**config.mk**
```make
export PLATFORM = sky130hd
export DESIGN_NAME = q_episode_ctrl
export DESIGN_NICKNAME = d
export VERILOG_FILES = /design/src/rtl/q_ttt_pkg.sv /design/src/rtl/ttt_line_check.sv /design/src/rtl/q_episode_ctrl.sv
export SDC_FILE = /design/constraint.sdc
export NUM_CORES = 1
export LEC_CHECK = 0
export CAP_MARGIN = 5
export CELL_PAD_IN_SITES_DETAIL_PLACEMENT = 1
export CELL_PAD_IN_SITES_GLOBAL_PLACEMENT = 2
export CORE_MARGIN = 2
export CORE_UTILIZATION = 27
export DETAILED_ROUTE_END_ITERATION = 8
export PLACE_DENSITY = 0.8
export SKIP_CTS_REPAIR_TIMING = 1
export SYNTH_ARGS = -nofsm -noshare
export SYNTH_HDL_FRONTEND = slang
export SYNTH_HIERARCHICAL = 1
export SYNTH_SLANG_ARGS = --single-unit
```
**constraint.sdc**
```tcl
create_clock -name clock -period 2.5 [get_ports clock]
set_clock_uncertainty 0.15 [all_clocks]
set_input_delay 0.375 -clock clock [delete_from_list [all_inputs] [get_ports clock]]
set_output_delay 0.375 -clock clock [all_outputs]
set_load 0.02 [all_outputs]
```
**src/rtl/q_ttt_pkg.sv**
```systemverilog
// Shared definitions for the tic-tac-toe Q-learning episode controller:
// cell codes, widths, result codes, FSM states and board cell helpers.
package q_ttt_pkg;

    localparam int BOARD_W = 18;
    localparam int ACT_W   = 4;
    localparam int Q_W     = 8;
    localparam int N_CELLS = 9;

    localparam logic [1:0] EMPTY = 2'b00;
    localparam logic [1:0] AGENT = 2'b01;
    localparam logic [1:0] OPP   = 2'b10;

    localparam logic [1:0] RES_NONE = 2'b00;
    localparam logic [1:0] RES_WIN  = 2'b01;
    localparam logic [1:0] RES_LOSE = 2'b10;
    localparam logic [1:0] RES_DRAW = 2'b11;

    typedef enum logic [2:0] {
        S_IDLE       = 3'd0,
        S_AGENT_WAIT = 3'd1,
        S_OPP_WAIT   = 3'd2,
        S_UPDATE     = 3'd3,
        S_WRITE      = 3'd4,
        S_FINISH     = 3'd5
    } st_e;

    // Out-of-range indices read as EMPTY; legality is checked separately.
    function automatic logic [1:0] get_cell(input logic [BOARD_W-1:0] b,
                                            input logic [ACT_W-1:0]   idx);
        logic [1:0] c;
        c = EMPTY;
        for (int i = 0; i < N_CELLS; i++) begin
            if (idx == ACT_W'(i)) c = b[2*i +: 2];
        end
        return c;
    endfunction

    function automatic logic [BOARD_W-1:0] put_cell(input logic [BOARD_W-1:0] b,
                                                    input logic [ACT_W-1:0]   idx,
                                                    input logic [1:0]         code);
        logic [BOARD_W-1:0] r;
        r = b;
        for (int i = 0; i < N_CELLS; i++) begin
            if (idx == ACT_W'(i)) r[2*i +: 2] = code;
        end
        return r;
    endfunction

endpackage

```
**src/rtl/ttt_line_check.sv**
```systemverilog
// Combinational line (3 rows, 3 columns, 2 diagonals) and full-board
// detection for one player code on a candidate board.
module ttt_line_check
    import q_ttt_pkg::*;
(
    input  logic [BOARD_W-1:0] board,
    input  logic [1:0]         player,
    output logic               line,
    output logic               full
);

    logic [N_CELLS-1:0] own;
    logic [N_CELLS-1:0] filled;

    always_comb begin
        own    = '0;
        filled = '0;
        for (int i = 0; i < N_CELLS; i++) begin
            own[i]    = (board[2*i +: 2] == player);
            filled[i] = (board[2*i +: 2] != EMPTY);
        end
    end

    assign line = (own[0] & own[1] & own[2]) |
                  (own[3] & own[4] & own[5]) |
                  (own[6] & own[7] & own[8]) |
                  (own[0] & own[3] & own[6]) |
                  (own[1] & own[4] & own[7]) |
                  (own[2] & own[5] & own[8]) |
                  (own[0] & own[4] & own[8]) |
                  (own[2] & own[4] & own[6]);

    assign full = &filled;

endmodule

```
**src/rtl/q_episode_ctrl.sv**
```systemverilog
// Sequences one tic-tac-toe Q-learning episode around the Q update datapath.
// Optional macro Q_CTRL_STATS_EN adds saturating win/lose/draw counters.
//
// state      | meaning
// -----------+---------------------------------------------------------
// IDLE       | waiting for start; board and result hold last episode
// AGENT_WAIT | act_ready=1, accept and classify the agent action
// OPP_WAIT   | opp_ready=1, accept opponent move; bad moves pulse opp_err
// UPDATE     | dp_* held stable, down-counter runs DP_LAT..0, sample Q_new
// WRITE      | one-cycle Q-table write of the sampled Q_new
// FINISH     | done pulse, return to IDLE
module q_episode_ctrl
    import q_ttt_pkg::*;
#(
    parameter int             DP_LAT    = 1,
    parameter logic [Q_W-1:0] R_WIN     = 8'd10,
    parameter logic [Q_W-1:0] R_DRAW    = 8'd5,
    parameter logic [Q_W-1:0] R_STEP    = 8'd1,
    parameter logic [Q_W-1:0] R_LOSE    = 8'd0,
    parameter logic [Q_W-1:0] R_ILLEGAL = 8'd0
) (
    input  logic               clock,
    input  logic               reset_n,
    input  logic               start,
    input  logic [Q_W-1:0]     gamma_cfg,
    input  logic [Q_W-1:0]     alfa_cfg,
    input  logic               act_valid,
    input  logic [ACT_W-1:0]   act_move,
    output logic               act_ready,
    input  logic               opp_valid,
    input  logic [ACT_W-1:0]   opp_move,
    output logic               opp_ready,
    output logic               opp_err,
    output logic [BOARD_W-1:0] dp_state,
    output logic [BOARD_W-1:0] dp_next_state,
    output logic [ACT_W-1:0]   dp_action,
    output logic [Q_W-1:0]     dp_reward,
    output logic [Q_W-1:0]     dp_gamma,
    output logic [Q_W-1:0]     dp_alfa,
    input  logic [Q_W-1:0]     dp_q_new,
    output logic               qt_we,
    output logic [BOARD_W-1:0] qt_state,
    output logic [ACT_W-1:0]   qt_action,
    output logic [Q_W-1:0]     qt_wdata,
    output logic [BOARD_W-1:0] board,
    output logic               busy,
    output logic               done,
    output logic [1:0]         result
`ifdef Q_CTRL_STATS_EN
    ,
    output logic [15:0]        stat_win,
    output logic [15:0]        stat_lose,
    output logic [15:0]        stat_draw
`endif
);

    localparam int CNT_W = 8;

    st_e state, state_nxt;

    logic [CNT_W-1:0]   cnt;
    logic               term_r;
    logic               start_ep, take_act, take_opp, opp_bad, sample_q;

    logic               agent_legal, opp_legal;
    logic [BOARD_W-1:0] agent_cand, opp_cand;
    logic               agent_line, agent_full, opp_line, opp_full;

    assign agent_legal = (act_move <= 4'd8) && (get_cell(board, act_move) == EMPTY);
    assign opp_legal   = (opp_move <= 4'd8) && (get_cell(board, opp_move) == EMPTY);
    assign agent_cand  = put_cell(board, act_move, AGENT);
    assign opp_cand    = put_cell(board, opp_move, OPP);

    ttt_line_check u_agent_chk (
        .board  (agent_cand),
        .player (AGENT),
        .line   (agent_line),
        .full   (agent_full)
    );

    ttt_line_check u_opp_chk (
        .board  (opp_cand),
        .player (OPP),
        .line   (opp_line),
        .full   (opp_full)
    );

    assign qt_state  = dp_state;
    assign qt_action = dp_action;

    always_ff @(posedge clock or negedge reset_n) begin
        if (!reset_n) state <= S_IDLE;
        else          state <= state_nxt;
    end

    always_comb begin
        state_nxt = state;
        act_ready = 1'b0;
        opp_ready = 1'b0;
        qt_we     = 1'b0;
        busy      = 1'b0;
        done      = 1'b0;
        start_ep  = 1'b0;
        take_act  = 1'b0;
        take_opp  = 1'b0;
        opp_bad   = 1'b0;
        sample_q  = 1'b0;
        case (state)
            S_IDLE: begin
                if (start) begin
                    start_ep  = 1'b1;
                    state_nxt = S_AGENT_WAIT;
                end
            end
            S_AGENT_WAIT: begin
                busy      = 1'b1;
                act_ready = 1'b1;
                if (act_valid) begin
                    take_act = 1'b1;
                    if (!agent_legal || agent_line || agent_full) state_nxt = S_UPDATE;
                    else                                          state_nxt = S_OPP_WAIT;
                end
            end
            S_OPP_WAIT: begin
                busy      = 1'b1;
                opp_ready = 1'b1;
                if (opp_valid) begin
                    if (!opp_legal) begin
                        opp_bad = 1'b1;
                    end else begin
                        take_opp  = 1'b1;
                        state_nxt = S_UPDATE;
                    end
                end
            end
            S_UPDATE: begin
                busy = 1'b1;
                if (cnt == '0) begin
                    sample_q  = 1'b1;
                    state_nxt = S_WRITE;
                end
            end
            S_WRITE: begin
                busy      = 1'b1;
                qt_we     = 1'b1;
                state_nxt = term_r ? S_FINISH : S_AGENT_WAIT;
            end
            S_FINISH: begin
                done      = 1'b1;
                state_nxt = S_IDLE;
            end
            default: state_nxt = S_IDLE;
        endcase
    end

    always_ff @(posedge clock or negedge reset_n) begin
        if (!reset_n) begin
            board         <= '0;
            dp_state      <= '0;
            dp_next_state <= '0;
            dp_action     <= '0;
            dp_reward     <= '0;
            dp_gamma      <= '0;
            dp_alfa       <= '0;
            qt_wdata      <= '0;
            result        <= RES_NONE;
            term_r        <= 1'b0;
            cnt           <= '0;
            opp_err       <= 1'b0;
        end else begin
            opp_err <= opp_bad;
            if (start_ep) begin
                board    <= '0;
                dp_gamma <= gamma_cfg;
                dp_alfa  <= alfa_cfg;
                result   <= RES_NONE;
            end
            if (take_act) begin
                dp_state  <= board;
                dp_action <= act_move;
                cnt       <= CNT_W'(DP_LAT);
                if (!agent_legal) begin
                    dp_next_state <= board;
                    dp_reward     <= R_ILLEGAL;
                    term_r        <= 1'b1;
                    result        <= RES_NONE;
                end else begin
                    board         <= agent_cand;
                    dp_next_state <= agent_cand;
                    if (agent_line) begin
                        dp_reward <= R_WIN;
                        term_r    <= 1'b1;
                        result    <= RES_WIN;
                    end else if (agent_full) begin
                        dp_reward <= R_DRAW;
                        term_r    <= 1'b1;
                        result    <= RES_DRAW;
                    end else begin
                        term_r    <= 1'b0;
                    end
                end
            end
            if (take_opp) begin
                board         <= opp_cand;
                dp_next_state <= opp_cand;
                cnt           <= CNT_W'(DP_LAT);
                if (opp_line) begin
                    dp_reward <= R_LOSE;
                    term_r    <= 1'b1;
                    result    <= RES_LOSE;
                end else if (opp_full) begin
                    dp_reward <= R_DRAW;
                    term_r    <= 1'b1;
                    result    <= RES_DRAW;
                end else begin
                    dp_reward <= R_STEP;
                    term_r    <= 1'b0;
                end
            end
            if (state == S_UPDATE && cnt != '0) cnt <= cnt - 1'b1;
            if (sample_q) qt_wdata <= dp_q_new;
        end
    end

`ifdef Q_CTRL_STATS_EN
    always_ff @(posedge clock or negedge reset_n) begin
        if (!reset_n) begin
            stat_win  <= '0;
            stat_lose <= '0;
            stat_draw <= '0;
        end else if (state == S_FINISH) begin
            case (result)
                RES_WIN:  if (stat_win  != 16'hFFFF) stat_win  <= stat_win  + 16'd1;
                RES_LOSE: if (stat_lose != 16'hFFFF) stat_lose <= stat_lose + 16'd1;
                RES_DRAW: if (stat_draw != 16'hFFFF) stat_draw <= stat_draw + 16'd1;
                default: ;
            endcase
        end
    end
`endif

endmodule

```
Figure 1. The clock network.
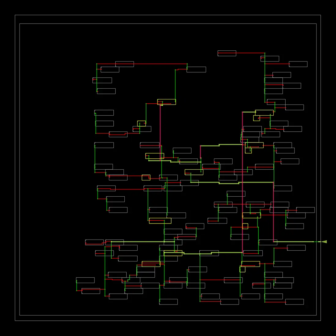
clock sink total: 100
Latency at later pin: 0.36 ns
P_clk: 1.50 mW
clock buffer count from CTS: 9
clk_buf instances: 9

Figure 2. Placement by cell class.
Fill, decap, tap and diode cells in grey.
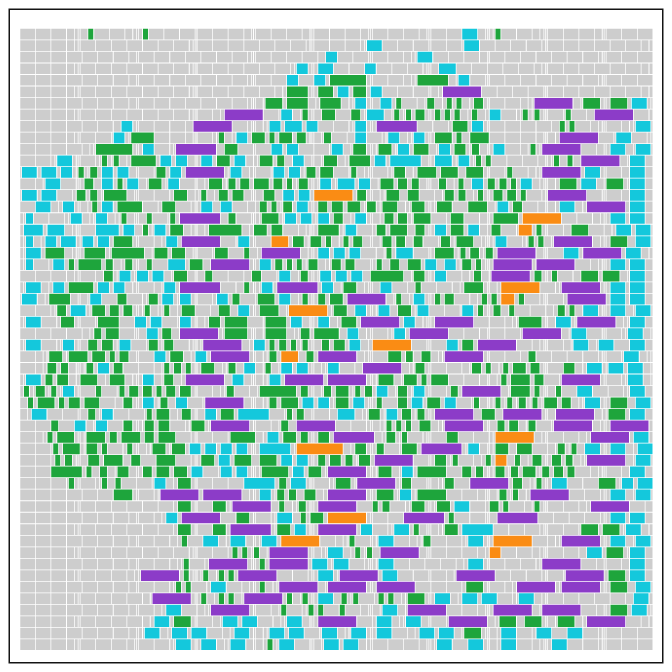
all other logic: in green, cells 525. clock drivers and dummy loads: in orange, cells 16. other buffers and delay cells: in cyan, cells 331. flip-flops: in purple, cells 100.

[flip-flops by register name, summed over array words and instances, names as in the netlist, 2 cells and up]
signal         count
dp_alfa            8
dp_state          18
state              3
result             2
cnt                8
board             18
dp_action          4
dp_next_state     18
qt_wdata           8
dp_gamma           8
dp_reward          3
[through the flow]
step | setup TNS (ns) | instance area (sq um) | instances | total power [mW]
floorplan | -0.00183 | 6430 | 685 | 5.55
global placement | -25.58 | 9090 | 1216 | 7.96
detailed placement | -28.39 | 9090 | 1216 | 8.08
CTS | -10.65 | 9410 | 1232 | 9.61
global route | -0.603 | 9860 | 1252 | 10.3
finish | -0.236 | 9860 | 1252 | 9.80
[worst max path at each step]
| stage | startpoint | to | slack, ns | cells past startpoint |
|---|---|---|---|---|
| 2_1_floorplan | opp_move[1] | term_r | -0.002 | 11 |
| 3_3_place_gp | opp_move[3] | term_r | -0.89 | 11 |
| 3_5_place_dp | act_move[2] | term_r | -0.98 | 12 |
| 4_1_cts | act_move[1] | result[0] | -0.63 | 17 |
| 5_1_grt | board[8] | term_r | -0.14 | 8 |
| 6_report | board[8] | term_r | -0.1 | 8 |
[Yosys cell counts, drive strengths merged, types with 14 or more instances]
| library cell | count | area share, % |
|---|---|---|
| nand2 | 73 | 4.5 |
| mux2 | 24 | 4.5 |
| nor2 | 48 | 3.1 |
| nor2b | 14 | 1.4 |
| and3 | 27 | 3.0 |
| o21ai | 22 | 2.1 |
| or2 | 19 | 2.0 |
| dfrtp | 100 | 41 |
| o22ai | 23 | 2.6 |
| a22o | 14 | 2.0 |
| a21oi | 18 | 1.5 |
| buf | 47 | 5.7 |
| nor3 | 40 | 3.3 |
[critical path, cell delays in order (launching register included)]
cell      delay [ns]
dfrtp_2         0.45
or2_4           0.30
and3_4          0.16
o22ai_2         0.19
a211oi_2        0.10
or4_4           0.59
nor2_4          0.15
nor2_2          0.06
a2111o_1        0.34
[metal layers]
| metal | vias to the layer above | share of wire, % | track usage [%] |
|---|---|---|---|
| li1 | 2930 | - | - |
| met1 | 3163 | 46 | 28.3 |
| met2 | 201 | 48 | 34.4 |
| met3 | 28 | 4.3 | 2.82 |
| met4 | 0 | 1.7 | 4.32 |
| met5 | - | 0 | 0 |
[placed cells by master, fill, tap and decap left out, drive strengths merged, types with 8 or more instances in the layout]
cell           Yosys  layout
a21oi             18      18
a22o              14      14
a31oi             13      13
and2               8       8
and3              27      27
buf               47     181
clkbuf            13      14
clkdlybuf4s50      0     143
conb               2      40
dfrtp            100     100
inv               10      12
mux2              24      24
nand2             73      73
nand2b            13      13
nor2              48      48
nor2b             14      14
nor3              40      40
nor4              11      11
o21ai             22      22
o22a               8       8
o22ai             23      23
or2               19      19
xor2              12      12
[cells by family (layout without fill, tap and decap cells)]
logic type / Yosys count / count (layout)
AND-OR/OR-AND: 154 / 154
XOR/XNOR: 14 / 14
multiplexers: 26 / 26
buffers and inverters: 70 / 357
other: 2 / 40
adder cells (fa/ha/maj): 2 / 2
flip-flops: 100 / 100
AND/OR/NAND/NOR: 279 / 279
==> flow_metrics.env <==
# physical design summary
export IMPL_die_height_um=154
export IMPL_cap_violations=0
export IMPL_flops=100
export IMPL_register_area_sq_mm=0.00251
export IMPL_dr_pass1_iters=5
export IMPL_seqAreaFraction_pct=25.5
export IMPL_via_count=6322
export IMPL_gr_usage_all_layers_pct=20.5
export IMPL_rows=54
export IMPL_die_w_um=154
export IMPL_drt_iter0_markers=287
export IMPL_fill_cells=2519
export IMPL_antennaDiodeCount=0
export IMPL_cts_max_level=3
export IMPL_synth_area_per_cell_sq_um=9.38
export IMPL_p_clk_share_pct=15.3
export IMPL_ant_nets=0
export IMPL_gp_congestion=0.905
export IMPL_antenna_found_initial=0
export IMPL_seq_power_mw=2.80
export IMPL_power_leakage_nw=4.48
export IMPL_comb_area_share_pct=37.5
export IMPL_grt_overflow=0
export IMPL_fin_crit_sh_pct=104
export IMPL_drc=0
export IMPL_core_area_sq_mm=0.0220
export IMPL_simple_gate_area_share_pct=25.0
export IMPL_ys_area_sq_mm=0.00607
export IMPL_end_kind="flop"
export IMPL_period_needed_ns=2.60
export IMPL_crit_fanout=6
export IMPL_clock_cell_area_share_pct=3.15
export IMPL_viasPerCell=5.05
export IMPL_inverters=10
export IMPL_comb_power_mw=5.50
export IMPL_synth_seq_share_pct=41.2
export IMPL_dieArea_sq_mm=0.0237
export IMPL_warnings=29
export IMPL_dpl_hpwl_um=19100
export IMPL_hold_path_class="primary input to flop"
export IMPL_n_all_buffers=331
export IMPL_hold_slack_ns=0.108
export IMPL_routed_wl_um=24900
export IMPL_drive_gt1_share_pct=36.8
export IMPL_synth_area_sq_mm=0.00607
export IMPL_wl_per_cell_um=19.9
export IMPL_worstHoldPathCells=3
export IMPL_powerDensity_mw_per_mm2=994
export IMPL_worstHoldEndpoint="dp_action[2]"
export IMPL_ff_type="dfrtp_1"
export IMPL_fp_utilization_pct=27.6
export IMPL_rr_startpoint="board[8]"
export IMPL_yosys_area_share_xor_xnor_pct=2.02
export IMPL_rr_endpoint="term_r"
export IMPL_drv_slew=0
export IMPL_crit_arrival_ns=2.70
export IMPL_r2r_slack_ns=-0.1
export IMPL_final_util_pct=44.9
export IMPL_p_comb_share_pct=56.2
export IMPL_reg2regPathDepth=8
export IMPL_hold_violations=0
export IMPL_synth_seq_cells=100
export IMPL_worst_slack_ns=-0.0981
export IMPL_slew_headroom_pct=63.1
export IMPL_timing_fmax_ghz=0.385
export IMPL_critPathRequiredTime_ns=2.60
export IMPL_setup_viol=4
export IMPL_grt_pass1_wl_um=38000
export IMPL_clk_pin_slew_ns=0.08
export IMPL_netlist_instances=647
export IMPL_syn_to_final_growth_pct=62.4
export IMPL_fin_nets=1006
export IMPL_ys_sh_adder_pct=0.412
export IMPL_tapcell_inserted=280
export IMPL_cp_start_kind="flop"
export IMPL_topCombFamilyByArea="simple AND/OR/NAND/NOR gates"
export IMPL_pre_cts_slack_ns=-0.980
export IMPL_ys_cells=647
export IMPL_clk_path_buf_depth=2
export IMPL_min_delay_start="act_move[2]"
export IMPL_cts_tree="built"
export IMPL_final_comb_area_sq_mm=0.00370
export IMPL_synth_distinct_cells=76
export IMPL_synth_warnings=6
export IMPL_p_sw_mw=4.03
export IMPL_ir_drop_mv=0.402
export IMPL_grt_pass1_vias=6467
export IMPL_tightestPinTransition_ns=0.553
export IMPL_aoi_share_pct=19.4
export IMPL_outcome="finished with violations"
export IMPL_violations="negative setup slack"
export IMPL_cts_root_buffer="clkbuf_16"
export IMPL_ys_async_sr_fraction_pct=100
export IMPL_maxPowerGroup="combinational cells"
export IMPL_largest_class="multi-input combinational cells"
export IMPL_rsz0062_at_grt="true"
export IMPL_synth_edff_count=0
export IMPL_p_int_mw=5.77
export IMPL_boundaryPins=157
export IMPL_power_frac_seq_pct=28.6
export IMPL_mux_share_pct=4.78
export IMPL_grt_max_degree=43
export IMPL_sw_frac_of_total_pct=41.1
export IMPL_comb_multi_input_count=515
export IMPL_buffer_area_share_pct=29.9
export IMPL_critical_path_class="flop to flop"
export IMPL_portBuffers=152
Power and IR drop assume default switching activity.
